## config.mk

```make
export PLATFORM = sky130hd
export DESIGN_NAME = stopwatch_display_driver
export DESIGN_NICKNAME = d
export VERILOG_FILES = /design/src/rtl/stopwatch_disp_pkg.sv /design/src/rtl/bin2bcd_seq.sv /design/src/rtl/stopwatch_display_driver.sv
export SDC_FILE = /design/constraint.sdc
export NUM_CORES = 1
export LEC_CHECK = 0
export ABC_AREA = 0
export CORE_MARGIN = 1.5
export CORE_UTILIZATION = 59
export DETAILED_ROUTE_END_ITERATION = 6
export MAX_ROUTING_LAYER = met4
export PLACE_DENSITY = 0.76
export SKIP_LAST_GASP = 1
export SYNTH_ARGS = -nofsm -noshare
export SYNTH_HDL_FRONTEND = slang
export SYNTH_HIERARCHICAL = 1
export SYNTH_SLANG_ARGS = --single-unit
```

## constraint.sdc

```tcl
create_clock -name clk_in -period 3 [get_ports clk_in]
set_input_delay 0.3 -clock clk_in [delete_from_list [all_inputs] [get_ports clk_in]]
set_output_delay 0.3 -clock clk_in [all_outputs]
set_load 0.02 [all_outputs]
```

## src/rtl/stopwatch_disp_pkg.sv

```systemverilog
`default_nettype none
// ============================================================================
// Module      : stopwatch_disp_pkg
// Description : Shared types and constants for the stopwatch 4-digit
//               7-segment display driver: display modes, converter FSM
//               states, active-low segment codes and the BCD iteration count.
// Revision    : 1.0 - initial release
// ============================================================================
package stopwatch_disp_pkg;

  // Display modes (mode_sel encoding)
  localparam logic [1:0] MODE_HHMM = 2'b00;
  localparam logic [1:0] MODE_MMSS = 2'b01;
  localparam logic [1:0] MODE_SSCC = 2'b10;
  localparam logic [1:0] MODE_OFF  = 2'b11;

  // Snapshot/convert/commit sequencer states
  typedef enum logic [2:0] {
    ST_IDLE    = 3'd0,
    ST_LOAD_L  = 3'd1,
    ST_SHIFT_L = 3'd2,
    ST_LOAD_R  = 3'd3,
    ST_SHIFT_R = 3'd4,
    ST_COMMIT  = 3'd5
  } disp_state_t;

  // Segment codes {g,f,e,d,c,b,a}, active-low (1 = segment off)
  localparam logic [6:0] SEG_0     = 7'h40;
  localparam logic [6:0] SEG_1     = 7'h79;
  localparam logic [6:0] SEG_2     = 7'h24;
  localparam logic [6:0] SEG_3     = 7'h30;
  localparam logic [6:0] SEG_4     = 7'h19;
  localparam logic [6:0] SEG_5     = 7'h12;
  localparam logic [6:0] SEG_6     = 7'h02;
  localparam logic [6:0] SEG_7     = 7'h78;
  localparam logic [6:0] SEG_8     = 7'h00;
  localparam logic [6:0] SEG_9     = 7'h10;
  localparam logic [6:0] SEG_DASH  = 7'h3F;
  localparam logic [6:0] SEG_BLANK = 7'h7F;

  // Converter geometry: 12-bit binary in, four BCD nibbles out
  localparam int BIN_W    = 12;
  localparam int BCD_W    = 16;
  localparam int BCD_ITER = 12;

  // BCD nibble to segment pattern; non-decimal nibbles render blank
  function automatic logic [6:0] seg_of(input logic [3:0] nib);
    logic [6:0] seg;
    case (nib)
      4'd0:    seg = SEG_0;
      4'd1:    seg = SEG_1;
      4'd2:    seg = SEG_2;
      4'd3:    seg = SEG_3;
      4'd4:    seg = SEG_4;
      4'd5:    seg = SEG_5;
      4'd6:    seg = SEG_6;
      4'd7:    seg = SEG_7;
      4'd8:    seg = SEG_8;
      4'd9:    seg = SEG_9;
      default: seg = SEG_BLANK;
    endcase
    return seg;
  endfunction

endpackage
`default_nettype wire

```

## src/rtl/bin2bcd_seq.sv

```systemverilog
`default_nettype none
// ============================================================================
// Module      : bin2bcd_seq
// Description : Sequential shift-and-add-3 (double-dabble) converter.
//               A start pulse loads the binary operand; the following
//               BCD_ITER cycles each perform one adjust+shift. done_o is high
//               during the cycle whose clock edge performs the final shift,
//               so bcd_o holds the finished result from the next cycle on.
// Ports       : clk_in  - clock
//               resetn  - asynchronous active-low reset
//               start   - load bin_i and begin converting
//               bin_i   - 12-bit binary operand
//               bcd_o   - 4 BCD nibbles {thousands,hundreds,tens,units}
//               done_o  - final-shift indication
// Revision    : 1.0 - initial release
// ============================================================================
module bin2bcd_seq
  import stopwatch_disp_pkg::*;
(
  input  logic             clk_in,
  input  logic             resetn,
  input  logic             start,
  input  logic [BIN_W-1:0] bin_i,
  output logic [BCD_W-1:0] bcd_o,
  output logic             done_o
);

  logic [BIN_W-1:0] r_bin;
  logic [BCD_W-1:0] r_bcd;
  logic [3:0]       r_cnt;
  logic             r_busy;
  logic [BCD_W-1:0] w_adj;

  // Add 3 to every nibble >= 5 so the following shift carries correctly
  for (genvar gi = 0; gi < BCD_W / 4; gi++) begin : g_adj
    assign w_adj[4*gi +: 4] = (r_bcd[4*gi +: 4] >= 4'd5) ?
                              (r_bcd[4*gi +: 4] + 4'd3) : r_bcd[4*gi +: 4];
  end

  always_ff @(posedge clk_in or negedge resetn) begin
    if (!resetn) begin
      r_bin  <= '0;
      r_bcd  <= '0;
      r_cnt  <= '0;
      r_busy <= 1'b0;
    end else if (start) begin
      r_bin  <= bin_i;
      r_bcd  <= '0;
      r_cnt  <= '0;
      r_busy <= 1'b1;
    end else if (r_busy) begin
      {r_bcd, r_bin} <= {w_adj, r_bin} << 1;
      r_cnt          <= r_cnt + 4'd1;
      if (r_cnt == 4'(BCD_ITER - 1)) begin
        r_busy <= 1'b0;
      end
    end
  end

  assign bcd_o  = r_bcd;
  assign done_o = r_busy && (r_cnt == 4'(BCD_ITER - 1));

endmodule
`default_nettype wire

```

## src/rtl/stopwatch_display_driver.sv

```systemverilog
`default_nettype none
// ============================================================================
// Module      : stopwatch_display_driver
// Description : Drives a 4-digit multiplexed 7-segment display from the
//               stopwatch counter. Each refresh frame one field pair chosen by
//               mode_sel is snapshotted, converted to BCD by a shared
//               sequential converter (left field, then right field), and the
//               four digit patterns are committed together.
// Ports       : clk_in    - system clock
//               resetn    - asynchronous active-low reset
//               mode_sel  - 00 HH:MM, 01 MM:SS, 10 SS.cc, 11 blank
//               Hours_i, Minutes_i, Seconds_i - 8-bit binary fields
//               milli_i   - milliseconds 0..999
//               an_o      - digit enables, active-low, an_o[3] leftmost
//               seg_o     - segments {g,f,e,d,c,b,a}, active-low
//               dp_o      - decimal point, active-low
//               frame_o   - one-cycle pulse when the scan wraps 3->0
// Revision    : 1.0 - initial release
// ============================================================================
module stopwatch_display_driver
  import stopwatch_disp_pkg::*;
#(
  parameter int SCAN_DIV = 100000
) (
  input  logic        clk_in,
  input  logic        resetn,
  input  logic [1:0]  mode_sel,
  input  logic [7:0]  Hours_i,
  input  logic [7:0]  Minutes_i,
  input  logic [7:0]  Seconds_i,
  input  logic [11:0] milli_i,
  output logic [3:0]  an_o,
  output logic [6:0]  seg_o,
  output logic        dp_o,
  output logic        frame_o
);

  localparam int               CNT_W    = (SCAN_DIV > 1) ? $clog2(SCAN_DIV) : 1;
  localparam logic [CNT_W-1:0] CNT_LAST = CNT_W'(SCAN_DIV - 1);

  // --------------------------------------------------------------------------
  // Digit scan
  // --------------------------------------------------------------------------
  logic [CNT_W-1:0] r_scan_cnt;
  logic [1:0]       r_idx;
  logic             r_frame;
  logic             w_scan_end;
  logic             w_wrap;
  logic [1:0]       w_idx_nxt;

  assign w_scan_end = (r_scan_cnt == CNT_LAST);
  assign w_idx_nxt  = w_scan_end ? (r_idx + 2'd1) : r_idx;
  assign w_wrap     = w_scan_end && (r_idx == 2'd3);

  always_ff @(posedge clk_in or negedge resetn) begin
    if (!resetn) begin
      r_scan_cnt <= '0;
      r_idx      <= 2'd0;
      r_frame    <= 1'b0;
    end else begin
      r_scan_cnt <= w_scan_end ? '0 : (r_scan_cnt + CNT_W'(1));
      r_idx      <= w_idx_nxt;
      r_frame    <= w_wrap;
    end
  end

  // --------------------------------------------------------------------------
  // Field pair selection for the snapshot
  // --------------------------------------------------------------------------
  logic [7:0]  w_left_sel;
  logic [11:0] w_right_sel;

  always_comb begin
    w_left_sel  = '0;
    w_right_sel = '0;
    case (mode_sel)
      MODE_HHMM: begin
        w_left_sel  = Hours_i;
        w_right_sel = {4'd0, Minutes_i};
      end
      MODE_MMSS: begin
        w_left_sel  = Minutes_i;
        w_right_sel = {4'd0, Seconds_i};
      end
      MODE_SSCC: begin
        w_left_sel  = Seconds_i;
        w_right_sel = milli_i;
      end
      default: begin
        w_left_sel  = '0;
        w_right_sel = '0;
      end
    endcase
  end

  // --------------------------------------------------------------------------
  // Shared BCD converter
  // --------------------------------------------------------------------------
  disp_state_t      r_state;
  logic [1:0]       r_snap_mode;
  logic [7:0]       r_left_bin;
  logic [11:0]      r_right_bin;
  logic [7:0]       r_left_bcd;
  logic             w_conv_start;
  logic [BIN_W-1:0] w_conv_bin;
  logic [BCD_W-1:0] w_conv_bcd;
  logic             w_conv_done;

  assign w_conv_start = (r_state == ST_LOAD_L) || (r_state == ST_LOAD_R);
  assign w_conv_bin   = (r_state == ST_LOAD_L) ? {4'd0, r_left_bin} : r_right_bin;

  bin2bcd_seq u_bin2bcd (
    .clk_in (clk_in),
    .resetn (resetn),
    .start  (w_conv_start),
    .bin_i  (w_conv_bin),
    .bcd_o  (w_conv_bcd),
    .done_o (w_conv_done)
  );

  // --------------------------------------------------------------------------
  // Digit pattern build, evaluated while in COMMIT
  // --------------------------------------------------------------------------
  logic            w_milli;
  logic            w_left_over;
  logic            w_right_over;
  logic [3:0]      w_right_hi;
  logic [3:0]      w_right_lo;
  logic [3:0][6:0] w_new_digits;

  assign w_milli     = (r_snap_mode == MODE_SSCC);
  assign w_left_over = (r_left_bin > 8'd99);
  // Milliseconds above 999 show up as a non-zero thousands nibble
  assign w_right_over = w_milli ? (w_conv_bcd[15:12] != 4'd0)
                                : (r_right_bin > 12'd99);
  // cc = hundreds/tens of the millisecond value (truncation, no rounding)
  assign w_right_hi = w_milli ? w_conv_bcd[11:8] : w_conv_bcd[7:4];
  assign w_right_lo = w_milli ? w_conv_bcd[7:4]  : w_conv_bcd[3:0];

  always_comb begin
    w_new_digits = {4{SEG_BLANK}};
    if (r_snap_mode != MODE_OFF) begin
      w_new_digits[3] = w_left_over  ? SEG_DASH : seg_of(r_left_bcd[7:4]);
      w_new_digits[2] = w_left_over  ? SEG_DASH : seg_of(r_left_bcd[3:0]);
      w_new_digits[1] = w_right_over ? SEG_DASH : seg_of(w_right_hi);
      w_new_digits[0] = w_right_over ? SEG_DASH : seg_of(w_right_lo);
    end
  end

  // --------------------------------------------------------------------------
  // Snapshot / convert / commit sequencer
  // --------------------------------------------------------------------------
  logic [3:0][6:0] r_digits;
  logic [1:0]      r_disp_mode;

  always_ff @(posedge clk_in or negedge resetn) begin
    if (!resetn) begin
      r_state     <= ST_IDLE;
      r_snap_mode <= MODE_OFF;
      r_left_bin  <= '0;
      r_right_bin <= '0;
      r_left_bcd  <= '0;
      r_digits    <= {4{SEG_BLANK}};
      r_disp_mode <= MODE_OFF;
    end else begin
      case (r_state)
        ST_IDLE: begin
          // A frame pulse seen outside IDLE is simply dropped
          if (r_frame) begin
            r_snap_mode <= mode_sel;
            r_left_bin  <= w_left_sel;
            r_right_bin <= w_right_sel;
            r_state     <= ST_LOAD_L;
          end
        end
        ST_LOAD_L: begin
          r_state <= ST_SHIFT_L;
        end
        ST_SHIFT_L: begin
          if (w_conv_done) begin
            r_state <= ST_LOAD_R;
          end
        end
        ST_LOAD_R: begin
          // Left result is final here; the converter is reloaded this edge
          r_left_bcd <= w_conv_bcd[7:0];
          r_state    <= ST_SHIFT_R;
        end
        ST_SHIFT_R: begin
          if (w_conv_done) begin
            r_state <= ST_COMMIT;
          end
        end
        ST_COMMIT: begin
          r_digits    <= w_new_digits;
          r_disp_mode <= r_snap_mode;
          r_state     <= ST_IDLE;
        end
        default: begin
          r_state <= ST_IDLE;
        end
      endcase
    end
  end

  // --------------------------------------------------------------------------
  // Output registers, driven from the next scan index so they track an_o
  // --------------------------------------------------------------------------
  logic [3:0] r_an;
  logic [6:0] r_seg;
  logic       r_dp;

  always_ff @(posedge clk_in or negedge resetn) begin
    if (!resetn) begin
      r_an  <= 4'b1111;
      r_seg <= SEG_BLANK;
      r_dp  <= 1'b1;
    end else begin
      r_an  <= ~(4'b0001 << w_idx_nxt);
      r_seg <= r_digits[w_idx_nxt];
      r_dp  <= ~((w_idx_nxt == 2'd2) && (r_disp_mode != MODE_OFF));
    end
  end

  assign an_o    = r_an;
  assign seg_o   = r_seg;
  assign dp_o    = r_dp;
  assign frame_o = r_frame;

endmodule
`default_nettype wire

```

==> images/layers.png <==
The bar under the picture is 20 um long. Two of the layers only.
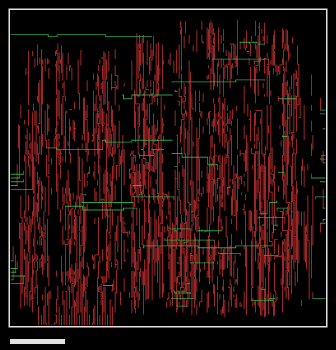
[M3] green | wire length: 523 um
[M2] red | wire length: 8270 um
Avg WL per Cell: 16.9 um
gr usage total: 27.2%
total number of vias: 5489
final WL: 15800 um

==> images/class_map.png <==
The bar under the picture is 20 um long. Fill, decap, tap and diode cells in gray.
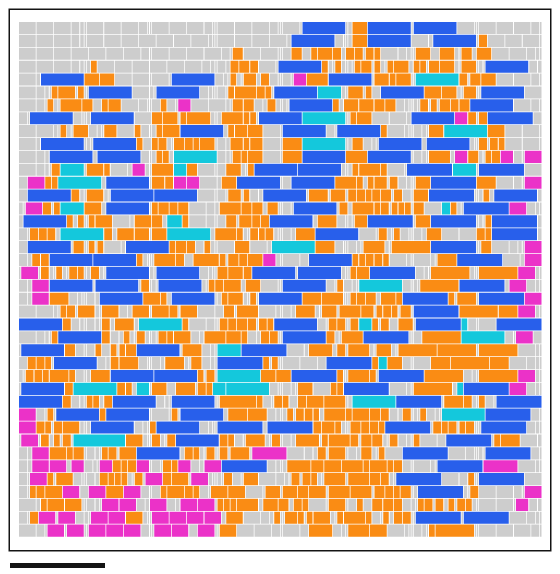
[remaining logic cells] orange | cells: 556 | share of their area: 46%
[clock drivers and dummy loads] cyan | cells: 32 | share of their area: 7.0%
[registers] blue | cells: 128 | share of their area: 39%
[remaining buffers and delay cells] magenta | cells: 68 | share of their area: 8.0%
Rows: 40
Final Util: 70.9%
Final Cell Area: 8510 um^2

==> images/congestion_map.png <==
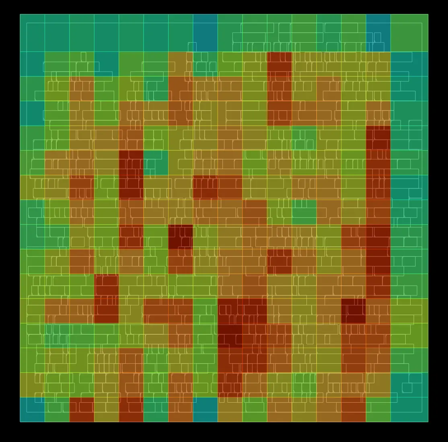
Top Usage Layer GRT: met2
GRT met3 Usage: 6.06%
grt met1 use: 31.9%
met2 Use GR: 46.7%

==> images/ff_map.png <==
The bar under the picture is 20 um long. Other sequential cells in the stronger gray, the rest of the logic in the fainter gray.
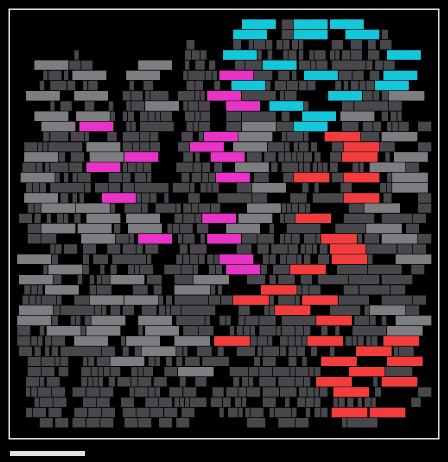
[`r_scan_cnt`] cyan | flops: 17
[`r_digits`] red | flops: 28
[`u_bin2bcd/bcd_o`] magenta | flops: 16
not colored: 67
total sequential power: 1.73 mW
Flop area: 3260 um^2
sequential share of cell area: 38.3%

-- synthesized netlist by cell type, drive strengths merged, types with 4 or more instances --
library cell,n,area (um^2)
nor2,101,382
dfrtp,84,2100
a21oi,74,370
dfstp,44,1160
o21ai,41,213
mux2i,40,412
nand2,39,146
ha,31,388
inv,30,113
mux2,28,315
buf,23,130
clkbuf,18,67.6
nand3,16,80.1
mux4,14,315
nand2b,14,87.6
nor3,13,75.1
xnor2,13,114
xor2,12,105
o22a,11,96.3
nor2b,9,63.8
a31oi,8,50.1
nand4,6,37.5
or3,6,37.5
a211oi,4,30.0
nor4,4,40.0
-- area by class of cell --
cell class	count	share of cell area [%]
clock inverter	8	0.926
inverter	31	1.37
clock buffer	24	5.89
sequential	128	38.3
timing repair buffer	68	7.82
tap	147	2.16
multi-input combinational	525	43.6
==> Slide: Implementation Results <==
Implementation Results

Logic synthesis
  – Post-synth EDFFs: 0
  – Cells in synth_stat.txt: 725
  – Synth Flop Type: dfrtp_1
  – Seq share, synth: 44.9%
  – Main logic family: simple AND/OR/NAND/NOR gates
  – Adder share: 5.34%
  – Floorplan Nets: 796
  – Synth warn: 6
  – YS chip area: 7260 um^2
  – Post-synthesis xor/xnor area fraction: 3.01%
  – Ao+oa area frac: 13.1%
  – Mux area share: 14.3%
  – Netlist cell types: 62
  – Syn Inst Count: 725
  – Mapped cell area: 7260 um^2
  – Simple-Gate Area Share: 15.1%
  – Flops out of synthesis: 128
  – Synth async-reset ratio: 100%
  – Synth Area per Inst: 10.0 um^2

Power
  – Top power group: the clock network
  – Sw Share: 21.2%
  – Sequential Power Share: 44.7%
  – Leak pwr: 3.48 nW
  – Sw Pwr: 0.822 mW
  – Logic pwr share: 3.6%
  – Power Total: 3.87 mW
  – Peak supply drop: 432 uV
  – P_comb: 0.140 mW
  – PD cells: 455 nW/um^2
  – Cell Int Power: 3.05 mW
  – Clock network power: 2.00 mW
  – Clock network fraction of total power: 51.6%

Global routing
  – Vias in the first global route: 5479
  – GRT Residual Overflow: 0
  – Largest net degree at the start of global routing: 64
  – Initial antenna violation count: 0
  – First-pass GRT wire length: 26600 um

Clocking
  – CTS buffer count: 17
  – Cts repair resizes: 0
  – H-tree depth: 4
  – CTS root buf: clkbuf_16
  – Clk latency late pin: 0.42 ns
  – Post-CTS Hold Buffers: 1
  – CTS sink cnt: 128
  – Worst-path clk slew: 0.06 ns
  – Clk buf depth: 2
  – TritonCTS clock tree: done
  – Setup repair bufs after CTS: 0

STA
  – Post-route setup TNS: 0 ns
  – RSZ-0062 raised after global routing: no
  – Final Cycle Share: 81.6%
  – Final Slew Violations: 0
  – Setup-failing EPs final: 0
  – Final WS setup: 0.552 ns
  – Hold_ws: 0.393 ns
  – Rel. slew slack: 53.4%
  – Period minus WS final: 2.45 ns
  – FMAX: 408 MHz
  – Final hold violation count: 0
  – Tightest Pin Transition: 0.698 ns
  – Layout Skew: 0.00896 ns

Setup path
  – Crit. Startpoint: r_snap_mode[1]
  – CP Cell Sequence: nor2b_2, buf_12, mux2i_1, inv_1, ha_1, nor2_1, a21oi_1, o21ai_0, a21oi_1, o22a_1
  – Crit-path slowest cell: dfstp_2
  – Worst-path fanout max: 20
  – Element type at the critical path start: flip-flop
  – Reg-to-Reg End: r_digits[6]
  – Top Family by Delay on Critical Path: flip-flops
  – WP depth: 10
  – R2r startpoint: r_snap_mode[1]
  – Worst path buffer plus inverter count: 2
  – Cell mode on critical path: a21oi_1
  – Critical Path End Type: flip-flop
  – Crit path DRT: 3.35 ns
  – Reg2Reg Depth: 10
  – R2R Setup Slk: 0.55 ns
  – Critical path data arrival time: 2.80 ns
  – Setup Crit Path Kind: reg2reg
  – Crit path capture: r_digits[6]
  – Largest stage delay on the critical path: 0.54 ns

Layout
  – Antenna Cells: 0
  – Share of cells above drive strength 1: 18.9%
  – Max reg flops: 28
  – Fill count: 889
  – Comb. cell area: 3710 um^2
  – Layout Nets: 842
  – Final non-filler cell total: 931
  – Most frequent cells in the layout: nor2_1, dfrtp_1, a21oi_1
  – Area growth from synthesis to layout: 17.2%
  – Biggest register: r_digits
  – Commonest Layout Cell: nor2_1

Drt
  – Drt drc: 0
  – DRT met1 WL: 6620 um
  – Max layer used: met4
  – DR vias/cell: 5.90
  – Antenna viol nets, final: 0
  – Initial drt markers: 422
  – Met2 wire len: 8270 um
  – DR pass1 iterations: 5
  – Met3 wire len: 522 um

Die
  – Core area: 12000 um^2
  – Die W: 114 um
  – Initial Util: 60.5%
  – # IOs: 53
  – Total Die Area: 13000 um^2
  – Chip height: 114 um

Placement
  – DP Wirelength: 11000 um
  – Routability cong.: 0.877
  – Placed insts: 898
  – PortBufs: 52
  – Cell Area, Placed: 7920 um^2
  – Worst slack, placed: 0.599 ns

Hold path
  – Worst hold path type: in2async

Flow run
  – MaxCap Viol Count: 0
  – Tool warnings: 46

Run status
  – Status: finished, final reports clean
No activity file was given, so power comes from the tool's default toggle rates.
